**config.mk**
```make
export PLATFORM = sky130hd
export DESIGN_NAME = bus_arbiter_flat
export DESIGN_NICKNAME = d
export VERILOG_FILES = /design/src/rtl/bus_pkg.sv /design/src/rtl/bus_arbiter_if.sv /design/src/rtl/bus_rr_pick.sv /design/src/rtl/bus_arbiter.sv /design/src/flat_wrapper.sv
export SDC_FILE = /design/constraint.sdc
export NUM_CORES = 1
export LEC_CHECK = 0
export ABC_AREA = 1
export CORE_AREA = 2 2 126 128
export DETAILED_ROUTE_END_ITERATION = 10
export DIE_AREA = 0 0 128 130
export PLACE_DENSITY_LB_ADDON = 0.08
export SETUP_SLACK_MARGIN = 0.1
export SYNTH_ARGS = -nofsm -noshare
export SYNTH_HDL_FRONTEND = slang
export SYNTH_SLANG_ARGS = --single-unit
```
**constraint.sdc**
```tcl
create_clock -name clk -period 12.3 [get_ports clk]
set_input_delay 2.46 -clock clk [delete_from_list [all_inputs] [get_ports clk]]
set_output_delay 2.46 -clock clk [all_outputs]
set_load 0.005 [all_outputs]
```
**src/rtl/bus_pkg.sv**
```systemverilog
// Shared constants for the two-master system bus arbiter.
// FSM encoding, master indices, default timeout and error data.
package bus_pkg;

  localparam logic [1:0] ST_IDLE = 2'd0;
  localparam logic [1:0] ST_BUSY = 2'd1;
  localparam logic [1:0] ST_RESP = 2'd2;

  localparam logic M_CPU = 1'b0;
  localparam logic M_DMA = 1'b1;

  localparam int TIMEOUT_DEF = 255;

  localparam logic [31:0] ERR_DATA = 32'h0;

endpackage

```
**src/rtl/bus_arbiter_if.sv**
```systemverilog
// Bundle of CPU, DMA and slave-side bus signals.
// slave: arbiter view; master: surrounding system view.
interface bus_arbiter_if #(
  parameter int AW = 32,
  parameter int DW = 32
);

  logic          m0_req;
  logic          m0_we;
  logic [3:0]    m0_be;
  logic [AW-1:0] m0_addr;
  logic [DW-1:0] m0_wdata;
  logic [DW-1:0] m0_rdata;
  logic          m0_ack;
  logic          m0_err;

  logic          m1_req;
  logic          m1_lock;
  logic          m1_we;
  logic [3:0]    m1_be;
  logic [AW-1:0] m1_addr;
  logic [DW-1:0] m1_wdata;
  logic [DW-1:0] m1_rdata;
  logic          m1_ack;
  logic          m1_err;

  logic          s_stb;
  logic          s_we;
  logic [3:0]    s_be;
  logic [AW-1:0] s_addr;
  logic [DW-1:0] s_wdata;
  logic [DW-1:0] s_rdata;
  logic          s_ack;

  logic          grant;
  logic          busy;

  modport slave (
    input  m0_req, m0_we, m0_be, m0_addr, m0_wdata,
    output m0_rdata, m0_ack, m0_err,
    input  m1_req, m1_lock, m1_we, m1_be, m1_addr, m1_wdata,
    output m1_rdata, m1_ack, m1_err,
    output s_stb, s_we, s_be, s_addr, s_wdata,
    input  s_rdata, s_ack,
    output grant, busy
  );

  modport master (
    output m0_req, m0_we, m0_be, m0_addr, m0_wdata,
    input  m0_rdata, m0_ack, m0_err,
    output m1_req, m1_lock, m1_we, m1_be, m1_addr, m1_wdata,
    input  m1_rdata, m1_ack, m1_err,
    input  s_stb, s_we, s_be, s_addr, s_wdata,
    output s_rdata, s_ack,
    input  grant, busy
  );

endinterface

```
**src/rtl/bus_rr_pick.sv**
```systemverilog
// Two-way round-robin winner select with DMA burst lock.
// Lock overrides; a lone requester wins; a tie goes away from last_grant.
module bus_rr_pick
  import bus_pkg::*;
(
  input  logic req0_i,
  input  logic req1_i,
  input  logic lock_held_i,
  input  logic last_grant_i,
  output logic win_o
);

  // winner among the current requesters
  always_comb begin
    win_o = ~last_grant_i;
    if (lock_held_i && req1_i) begin
      win_o = M_DMA;
    end else if (req0_i && !req1_i) begin
      win_o = M_CPU;
    end else if (req1_i && !req0_i) begin
      win_o = M_DMA;
    end
  end

endmodule

```
**src/rtl/bus_arbiter.sv**
```systemverilog
// CPU/DMA to single-slave bus arbiter with burst lock and timeout.
// IDLE arbitrates and latches, BUSY strobes the slave, RESP pulses ack.
module bus_arbiter
  import bus_pkg::*;
#(
  parameter int AW      = 32,
  parameter int DW      = 32,
  parameter int TIMEOUT = TIMEOUT_DEF
) (
  input logic          clk,
  input logic          rst,
  bus_arbiter_if.slave bus
);

  localparam logic [7:0] CNT_LAST = 8'(TIMEOUT - 1);

  logic [1:0]    state_q, state_d;
  logic [7:0]    cnt_q, cnt_d;
  logic          last_q, last_d;
  logic          lock_q, lock_d;
  logic          grant_q, grant_d;
  logic          we_q, we_d;
  logic [3:0]    be_q, be_d;
  logic [AW-1:0] addr_q, addr_d;
  logic [DW-1:0] wdata_q, wdata_d;
  logic [DW-1:0] rdata0_q, rdata0_d;
  logic [DW-1:0] rdata1_q, rdata1_d;
  logic          ack0_q, ack0_d;
  logic          ack1_q, ack1_d;
  logic          err0_q, err0_d;
  logic          err1_q, err1_d;
  logic          win;
  logic          done;
  logic          tmo;
  logic [DW-1:0] rsp;

  bus_rr_pick u_pick (
    .req0_i      (bus.m0_req),
    .req1_i      (bus.m1_req),
    .lock_held_i (lock_q),
    .last_grant_i(last_q),
    .win_o       (win)
  );

  // next-state: arbitration, access tracking and response generation
  always_comb begin
    state_d  = state_q;
    cnt_d    = cnt_q;
    last_d   = last_q;
    lock_d   = lock_q;
    grant_d  = grant_q;
    we_d     = we_q;
    be_d     = be_q;
    addr_d   = addr_q;
    wdata_d  = wdata_q;
    rdata0_d = '0;
    rdata1_d = '0;
    ack0_d   = 1'b0;
    ack1_d   = 1'b0;
    err0_d   = 1'b0;
    err1_d   = 1'b0;
    done     = 1'b0;
    tmo      = 1'b0;
    rsp      = '0;
    unique case (1'b1)
      (state_q == ST_IDLE): begin
        if (!bus.m1_req) lock_d = 1'b0;
        if (bus.m0_req || bus.m1_req) begin
          state_d = ST_BUSY;
          cnt_d   = '0;
          grant_d = win;
          last_d  = win;
          lock_d  = (win == M_DMA) && bus.m1_lock;
          if (win == M_DMA) begin
            we_d    = bus.m1_we;
            be_d    = bus.m1_be;
            addr_d  = bus.m1_addr;
            wdata_d = bus.m1_wdata;
          end else begin
            we_d    = bus.m0_we;
            be_d    = bus.m0_be;
            addr_d  = bus.m0_addr;
            wdata_d = bus.m0_wdata;
          end
        end
      end
      (state_q == ST_BUSY): begin
        cnt_d = cnt_q + 8'd1;
        if (bus.s_ack) begin
          done = 1'b1;
          rsp  = we_q ? '0 : bus.s_rdata;
        end else if (cnt_q == CNT_LAST) begin
          done = 1'b1;
          tmo  = 1'b1;
          rsp  = DW'(ERR_DATA);
        end
        if (done) begin
          state_d = ST_RESP;
          if (grant_q == M_DMA) begin
            ack1_d   = 1'b1;
            err1_d   = tmo;
            rdata1_d = rsp;
          end else begin
            ack0_d   = 1'b1;
            err0_d   = tmo;
            rdata0_d = rsp;
          end
        end
      end
      default: state_d = ST_IDLE;
    endcase
  end

  // state registers; reset aborts any access in flight
  always_ff @(posedge clk or posedge rst) begin
    if (rst) begin
      state_q  <= ST_IDLE;
      cnt_q    <= '0;
      last_q   <= M_DMA;
      lock_q   <= 1'b0;
      grant_q  <= 1'b0;
      we_q     <= 1'b0;
      be_q     <= '0;
      addr_q   <= '0;
      wdata_q  <= '0;
      rdata0_q <= '0;
      rdata1_q <= '0;
      ack0_q   <= 1'b0;
      ack1_q   <= 1'b0;
      err0_q   <= 1'b0;
      err1_q   <= 1'b0;
    end else begin
      state_q  <= state_d;
      cnt_q    <= cnt_d;
      last_q   <= last_d;
      lock_q   <= lock_d;
      grant_q  <= grant_d;
      we_q     <= we_d;
      be_q     <= be_d;
      addr_q   <= addr_d;
      wdata_q  <= wdata_d;
      rdata0_q <= rdata0_d;
      rdata1_q <= rdata1_d;
      ack0_q   <= ack0_d;
      ack1_q   <= ack1_d;
      err0_q   <= err0_d;
      err1_q   <= err1_d;
    end
  end

  assign bus.s_stb    = (state_q == ST_BUSY);
  assign bus.busy     = (state_q != ST_IDLE);
  assign bus.s_we     = we_q;
  assign bus.s_be     = be_q;
  assign bus.s_addr   = addr_q;
  assign bus.s_wdata  = wdata_q;
  assign bus.grant    = grant_q;
  assign bus.m0_rdata = rdata0_q;
  assign bus.m0_ack   = ack0_q;
  assign bus.m0_err   = err0_q;
  assign bus.m1_rdata = rdata1_q;
  assign bus.m1_ack   = ack1_q;
  assign bus.m1_err   = err1_q;

endmodule
```
**src/flat_wrapper.sv**
```systemverilog
// flat-port wrapper written by rule: the top's interface ports become plain ports
module bus_arbiter_flat import bus_pkg::*;
#(
  parameter int AW      = 32,
  parameter int DW      = 32,
  parameter int TIMEOUT = TIMEOUT_DEF
)
  (clk, rst, bus_m0_req, bus_m0_we, bus_m0_be, bus_m0_addr, bus_m0_wdata, bus_m0_rdata, bus_m0_ack, bus_m0_err, bus_m1_req, bus_m1_lock, bus_m1_we, bus_m1_be, bus_m1_addr, bus_m1_wdata, bus_m1_rdata, bus_m1_ack, bus_m1_err, bus_s_stb, bus_s_we, bus_s_be, bus_s_addr, bus_s_wdata, bus_s_rdata, bus_s_ack, bus_grant, bus_busy);
  bus_arbiter_if #(.AW(AW), .DW(DW)) bus_i ();
  input logic clk;
  input logic rst;
  input wire logic [$bits(bus_i.m0_req)-1:0] bus_m0_req;
  input wire logic [$bits(bus_i.m0_we)-1:0] bus_m0_we;
  input wire logic [$bits(bus_i.m0_be)-1:0] bus_m0_be;
  input wire logic [$bits(bus_i.m0_addr)-1:0] bus_m0_addr;
  input wire logic [$bits(bus_i.m0_wdata)-1:0] bus_m0_wdata;
  output wire logic [$bits(bus_i.m0_rdata)-1:0] bus_m0_rdata;
  output wire logic [$bits(bus_i.m0_ack)-1:0] bus_m0_ack;
  output wire logic [$bits(bus_i.m0_err)-1:0] bus_m0_err;
  input wire logic [$bits(bus_i.m1_req)-1:0] bus_m1_req;
  input wire logic [$bits(bus_i.m1_lock)-1:0] bus_m1_lock;
  input wire logic [$bits(bus_i.m1_we)-1:0] bus_m1_we;
  input wire logic [$bits(bus_i.m1_be)-1:0] bus_m1_be;
  input wire logic [$bits(bus_i.m1_addr)-1:0] bus_m1_addr;
  input wire logic [$bits(bus_i.m1_wdata)-1:0] bus_m1_wdata;
  output wire logic [$bits(bus_i.m1_rdata)-1:0] bus_m1_rdata;
  output wire logic [$bits(bus_i.m1_ack)-1:0] bus_m1_ack;
  output wire logic [$bits(bus_i.m1_err)-1:0] bus_m1_err;
  output wire logic [$bits(bus_i.s_stb)-1:0] bus_s_stb;
  output wire logic [$bits(bus_i.s_we)-1:0] bus_s_we;
  output wire logic [$bits(bus_i.s_be)-1:0] bus_s_be;
  output wire logic [$bits(bus_i.s_addr)-1:0] bus_s_addr;
  output wire logic [$bits(bus_i.s_wdata)-1:0] bus_s_wdata;
  input wire logic [$bits(bus_i.s_rdata)-1:0] bus_s_rdata;
  input wire logic [$bits(bus_i.s_ack)-1:0] bus_s_ack;
  output wire logic [$bits(bus_i.grant)-1:0] bus_grant;
  output wire logic [$bits(bus_i.busy)-1:0] bus_busy;
  assign bus_i.m0_req = bus_m0_req;
  assign bus_i.m0_we = bus_m0_we;
  assign bus_i.m0_be = bus_m0_be;
  assign bus_i.m0_addr = bus_m0_addr;
  assign bus_i.m0_wdata = bus_m0_wdata;
  assign bus_m0_rdata = bus_i.m0_rdata;
  assign bus_m0_ack = bus_i.m0_ack;
  assign bus_m0_err = bus_i.m0_err;
  assign bus_i.m1_req = bus_m1_req;
  assign bus_i.m1_lock = bus_m1_lock;
  assign bus_i.m1_we = bus_m1_we;
  assign bus_i.m1_be = bus_m1_be;
  assign bus_i.m1_addr = bus_m1_addr;
  assign bus_i.m1_wdata = bus_m1_wdata;
  assign bus_m1_rdata = bus_i.m1_rdata;
  assign bus_m1_ack = bus_i.m1_ack;
  assign bus_m1_err = bus_i.m1_err;
  assign bus_s_stb = bus_i.s_stb;
  assign bus_s_we = bus_i.s_we;
  assign bus_s_be = bus_i.s_be;
  assign bus_s_addr = bus_i.s_addr;
  assign bus_s_wdata = bus_i.s_wdata;
  assign bus_i.s_rdata = bus_s_rdata;
  assign bus_i.s_ack = bus_s_ack;
  assign bus_grant = bus_i.grant;
  assign bus_busy = bus_i.busy;
  bus_arbiter #(.AW(AW), .DW(DW), .TIMEOUT(TIMEOUT)) u_core (.clk(clk), .rst(rst), .bus(bus_i));
endmodule
```
Met1 routing:
Bar = 50 um. Supply wires on this layer in grey.
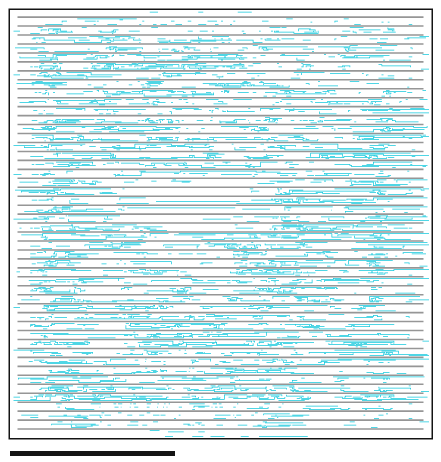
- longest straight run: 46.5 um
- nets with wire on the layer: 1,168
- wire length on this layer: 8,000 um

The metal 2 layer:
Cells faint in the background.
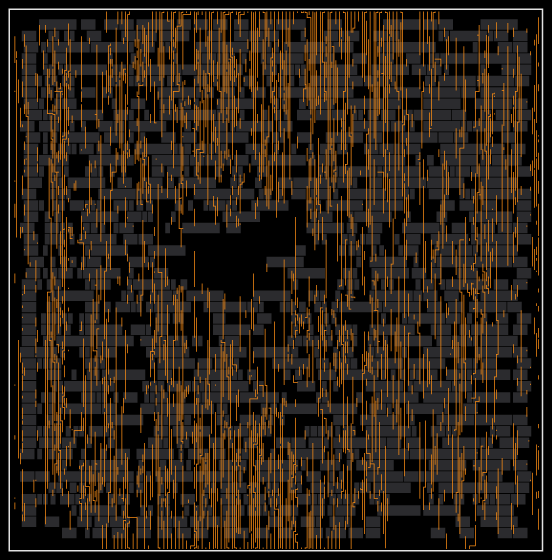
- wire length on this layer: 9,890 um
- longest straight run: 52.7 um
- share of all routed wire: 50%
- nets with wire on the layer: 1,016

M3 wires:
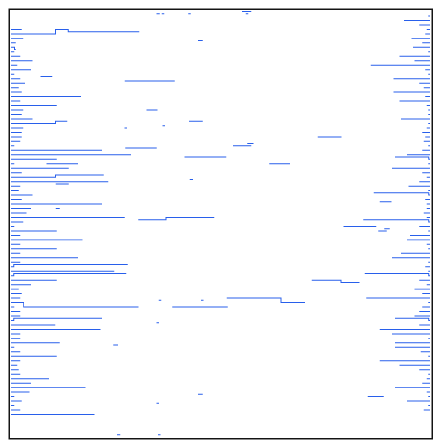
- nets with wire on the layer: 195
- longest straight run: 36.1 um
- main direction: horizontal
- wire length on this layer: 1,440 um
- share of all routed wire: 7.3%

The metal 4 layer:
Supply wires on this layer in grey.
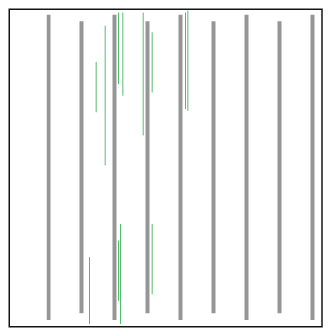
- longest straight run: 57.1 um
- main direction: vertical
- wire length on this layer: 417 um
- nets with wire on the layer: 12

==> flow_summary.ini <==
; flow metrics
[cells_and_area]
fillCellCount = 1356
final_nets = 1340
regArea_um2 = 3750

[synthesis]
ys_sh_xor = 0
top_area_frac = 0.554
edf_count = 0
ys_area_um2 = 6730
syn_inst = 865
avgSynthCellArea_um2 = 7.78
synth_adder_area_share = 0.00372

[worst_hold_path]
hold_path.class = flip-flop to flip-flop
min-delay-start = u_core.bus.s_wdata[28]

[power_and_ir_drop]
pwr-share-comb = 0.407
pwr-share-clk = 0.242
p_sw_w = 0.000730

[final_timing]
fmax_mhz = 227
slew_headroom = 0.440
final-max-slew-violation-count = 0
worstMarginPinSlew_ns = 0.840
final.setup.tns_ns = 0

[setup_path]
cp_max_fo = 12
cp.required_ns = 9.84
crit_slowest_cell = clkdlybuf4s50_1
crit_cells = 4

[routing]
first_pass_iters = 4
wire_per_inst_um = 14.5
routed-wl-met2_um = 9890

[global_routing]
grt-ovfl-total = 0
use_met2 = 0.405
grt_pass1_vias = 6262
met1_usage = 0.295

[placement]
dp_hpwl_um = 13800

[run_status]
status = finished, final reports clean

[floorplan]
chipArea_um2 = 16600

[cts]
cts_hold_buf = 0
worst register-to-register path, cell delays in order (launching register included):
cell and delay (ns):
dfstp_2 0.59, nand3_2 0.08, buf_4 0.34, nand2_2 0.28, buf_4 0.59, nand2_1 0.17, nand3_1 0.11, nand2_1 0.06
through the flow:
stage	hold WS [ns]	worst slack (ns)	cells
detailed placement	0.464	7.52	1335
CTS	0.482	7.88	1367
finish	0.479	7.90	1367
floorplan	0.449	5.81	865
global route	0.487	7.74	1367
global placement	0.462	7.56	1335
cell usage in the layout (no fill, tap or decap), drive strengths merged:
cell | netlist | layout
clkdlybuf4s50 | 0 | 315
nand2 | 271 | 271
inv | 159 | 167
dfrtp | 149 | 149
nand3 | 147 | 147
nor2 | 77 | 77
clkbuf | 16 | 18
buf | 30 | 9
o21ai | 7 | 7
a21oi | 3 | 3
clkinv | 0 | 3
ha | 2 | 2
clkinvlp | 0 | 2
nand4 | 1 | 1
o31ai | 1 | 1
nand3b | 1 | 1
bufinv | 0 | 1
dfstp | 1 | 1
area by class of cell:
type	instances	share of cell area
Tap cell	192	0.0228
Multi-Input combinational cell	510	0.205
Timing Repair Buffer	324	0.305
Clock buffer	18	0.0407
Sequential cell	150	0.356
Inverter	159	0.0571
Clock inverter	14	0.0133
registers in the layout, summed over array words and instances, names as in the netlist, 2 cells and up:
register / flops
u_core.state_q: 2
u_core.bus.s_be: 4
u_core.bus.m1_rdata: 32
u_core.cnt_q: 8
u_core.bus.s_addr: 32
u_core.bus.m0_rdata: 32
u_core.bus.s_wdata: 32
cells by family after synthesis:
family	Yosys count
simple gates	497
buf+inv	205
flops	150
compound gates	11
fa+ha+maj	2
Power figures rest on the tool's default switching activity, not on a simulated workload.
